**config.mk**
```make
export PLATFORM = sky130hd
export DESIGN_NAME = alu_serial_ctrl
export DESIGN_NICKNAME = d
export VERILOG_FILES = /design/src/rtl/alu_serial_ctrl.sv
export SDC_FILE = /design/constraint.sdc
export NUM_CORES = 1
export LEC_CHECK = 0
export CORE_MARGIN = 4
export CORE_UTILIZATION = 52
export DETAILED_ROUTE_END_ITERATION = 10
export GPL_TIMING_DRIVEN = 0
export PLACE_DENSITY = 0.81
export SLEW_MARGIN = 20
export SYNTH_ARGS = -nofsm -noshare
export SYNTH_HDL_FRONTEND = slang
export SYNTH_SLANG_ARGS = --single-unit
```
**constraint.sdc**
```tcl
create_clock -name clk -period 3.1 [get_ports clk]
set_input_delay 0.465 -clock clk [delete_from_list [all_inputs] [get_ports clk]]
set_output_delay 0.465 -clock clk [all_outputs]
set_load 0.05 [all_outputs]
```
**src/rtl/alu_serial_ctrl.sv**
```systemverilog
// Bit-serial ALU controller: one 1-bit ALU slice evaluated per clock, LSB first.
// Supports AND, OR, ADD, SUB and SLT; any other op code runs the full WIDTH
// cycles and then reports illegal with a zero result.
module alu_serial_ctrl #(
    parameter int unsigned WIDTH = 8
) (
    input  logic             clk,
    input  logic             rst_n,
    input  logic             start,
    input  logic [2:0]       op,
    input  logic [WIDTH-1:0] a,
    input  logic [WIDTH-1:0] b,
    output logic             busy,
    output logic             done,
    output logic [WIDTH-1:0] result,
    output logic             c_out,
    output logic             overflow,
    output logic             zero,
    output logic             illegal
);

    localparam int unsigned IW = $clog2(WIDTH);
    localparam logic [IW-1:0] LAST = IW'(WIDTH - 1);

    typedef enum logic [1:0] {IDLE, RUN, DONE} state_t;

    state_t         state;
    logic [WIDTH-1:0] a_r;
    logic [WIDTH-1:0] b_r;
    logic [2:0]     op_r;
    logic [IW-1:0]  idx;
    logic           carry;

    logic a_i;
    logic b_eff;
    logic s_sum;
    logic s_cout;
    logic s_res;
    logic legal;
    logic arith;
    logic is_slt;

    // One-bit ALU slice for the current bit index plus op classification
    always_comb begin
        a_i    = a_r[idx];
        b_eff  = b_r[idx] ^ op_r[2];
        s_sum  = a_i ^ b_eff ^ carry;
        s_cout = (a_i & b_eff) | (a_i & carry) | (b_eff & carry);
        case (op_r[1:0])
            2'b00:   s_res = a_i & b_eff;
            2'b01:   s_res = a_i | b_eff;
            2'b10:   s_res = s_sum;
            default: s_res = 1'b0;        // less input tied low
        endcase
        legal  = (op_r == 3'b000) || (op_r == 3'b001) || (op_r == 3'b010) ||
                 (op_r == 3'b110) || (op_r == 3'b111);
        arith  = legal & op_r[1];
        is_slt = (op_r == 3'b111);
    end

    assign zero = (result == '0);

    // Control FSM with registered outputs; one result bit written per RUN cycle
    always_ff @(posedge clk) begin
        if (!rst_n) begin
            state    <= IDLE;
            busy     <= 1'b0;
            done     <= 1'b0;
            result   <= '0;
            c_out    <= 1'b0;
            overflow <= 1'b0;
            illegal  <= 1'b0;
            idx      <= '0;
            carry    <= 1'b0;
            a_r      <= '0;
            b_r      <= '0;
            op_r     <= '0;
        end else begin
            case (state)
                IDLE: begin
                    done <= 1'b0;
                    if (start) begin
                        a_r   <= a;
                        b_r   <= b;
                        op_r  <= op;
                        idx   <= '0;
                        carry <= op[2];
                        busy  <= 1'b1;
                        state <= RUN;
                    end
                end
                RUN: begin
                    result[idx] <= legal ? s_res : 1'b0;
                    carry       <= s_cout;
                    idx         <= idx + 1'b1;
                    if (idx == LAST) begin
                        c_out    <= arith & s_cout;
                        overflow <= arith & (carry ^ s_cout);
                        illegal  <= ~legal;
                        done     <= 1'b1;
                        state    <= DONE;
                        // SLT replaces the whole result; this later assignment wins over the bit write above
                        if (is_slt) begin
                            result <= WIDTH'(s_sum ^ carry ^ s_cout);
                        end
                    end
                end
                DONE: begin
                    done  <= 1'b0;
                    busy  <= 1'b0;
                    state <= IDLE;
                end
                default: begin
                    state <= IDLE;
                end
            endcase
        end
    end

endmodule

```
==> flow_summary.toml <==
# synthesis and place-and-route metrics
[finish]
nNonClkBuffers = 50
largest_class = "multi-input combinational cells"
final_nets = 298
seq_area_share_pct = 30.8
fill_cells = 297
diodes = 0
largestRegisters = "a_r: 8 flops, b_r: 8 flops, result: 8 flops"
final_common_cell = "nand2_1"
final_cell_mix = "nand2_1 (47), dfxtp_1 (38), clkdlybuf4s50_1 (35), a21oi_1 (23), nor2_1 (13)"
num-nonclk-inverters = 7
design_area_um2 = 2470
stdcell_count = 317
final_util_pct = 71.3
area_delta_synth_final_pct = 27.8

[synth]
area_leaders = "dfxtp_1 (39%), nand2_1 (9.1%), a21oi_1 (5.9%)"
syn_area_per_cell_um2 = 8.49
ys_ff = 38
ys_area_um2 = 1940
synth.top_cells.by_count = "nand2_1 (47), dfxtp_1 (38), a21oi_1 (23)"
fa_ha_area_share_pct = 4.65
xor_area_share_pct = 1.36
logic_family = "simple AND/OR/NAND/NOR gates"
most_common_cell = "nand2_1"
top_area_cell = "dfxtp_1"
synthArstFlopShare_pct = 0
ys_sh_aoi_pct = 22.9

[clocking]
cts_setup_buffers = 0
cts_sinks = 38
clk_pin_slew_ns = 0.07
cts-root-buf = "clkbuf_8"
post_cts_resized = 1
numCtsBuffers = 5
clockBufferDepth = 2

[critical_path]
crit_family = "AND-OR/OR-AND gates"
reg2regPathDepth = 9
crit_end = "result[0]"
cp_num_cells = 9
slowest_delay_ns = 0.48
slowest_stage = "fa_1"
r2r_setup_slack_ns = 0.16
r2r_end = "result[0]"
worstPathArrival_ns = 3.13

[min_path]
whs_endpoint = "b_r[1]"
holdCritStartpoint = "b_r[1]"
holdCritPathClass = "reg2reg"

[floorplan]
die_area_um2 = 4760
fp-utilization_pct = 55.8
rows = 21
io_pins = 36
core_um2 = 3470

[power_and_ir_drop]
pwr-share-clk_pct = 35.8
p_seq_mw = 0.526
p_seq_share_pct = 47.3
p_sw_mw = 0.291
p_leak_nw = 0.887
intPower_mw = 0.821
finalPower_mw = 1.11

[drt]
drt-initial-drc-count = 168
drc_errors = 0
dr_wl_met2_um = 2130
dr.pass1.iters = 4
via_per_inst = 5.46
highest_layer = "met4"
drt-met1-wl_um = 2050
met3_length_um = 257

[final_timing]
fin_crit_sh_pct = 94.8
setup_ws_ns = 0.161
max_slew_margin_pct = 45.3
setup-tns-final_ns = 0
holdWs_ns = 0.458
hold_viol = 0
tightest_slew_ns = 0.810

[placed_design]
placed_cells = 309
io_buffers = 35
hpwlAfterDp_um = 3320

[outcome]
status = "finished, final reports clean"

[run]
warning_count = 29

[grt]
met2_usage_pct = 32.7
antenna_found_initial = 0
grt_pass1_vias = 1671
Figure 1. PDN straps and rails.
Scale: 6 px per um. Pins as bars on the die edge. Tap cells in grey.
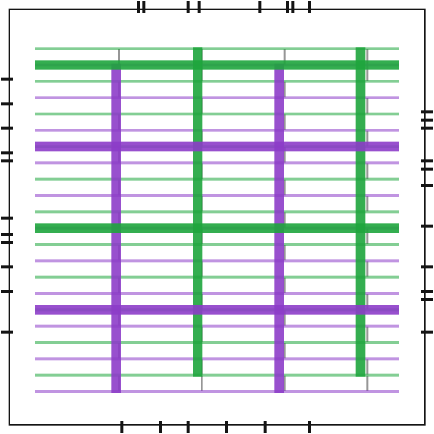
legend:
  green:
    net: VDD
  purple:
    net: VSS
met5 straps: 4
met4 straps: 4
die height: 69.0 um
Die X: 69.0 um

Figure 2. Signal wires on met3.
Scale: 4 px per um.
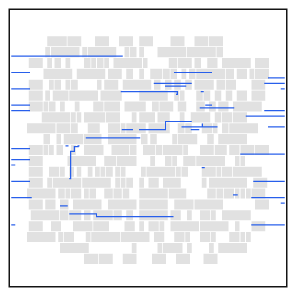
share of all routed wire: 5.7%
wire length on this layer: 257 um
main direction: horizontal
longest straight run: 27.6 um
WL final: 4480 um
grt met3 use: 6.54%
via count: 1732

Figure 3. Clock routing.
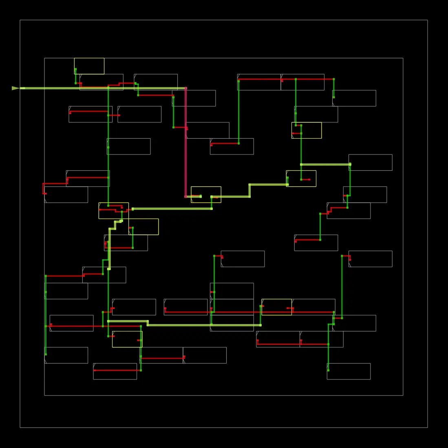
flop count: 38
skew final: 0.00273 ns

Figure 4. Metal layers overlaid.
Scale: 6 px per um.
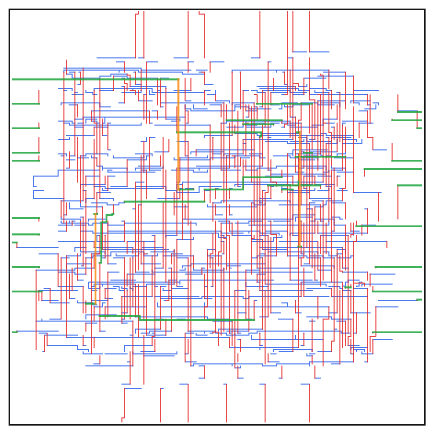
legend:
  blue:
    layer: M1
    wire_length: 2050 um
  red:
    layer: M2
    wire_length: 2130 um
  green:
    layer: M3
    wire_length: 257 um
  orange:
    layer: M4
    wire_length: 52.4 um
GRT Total Usage: 20.0%
drt wl/cell: 14.1 um

Power figures rest on the tool's default switching activity, not on a simulated workload.
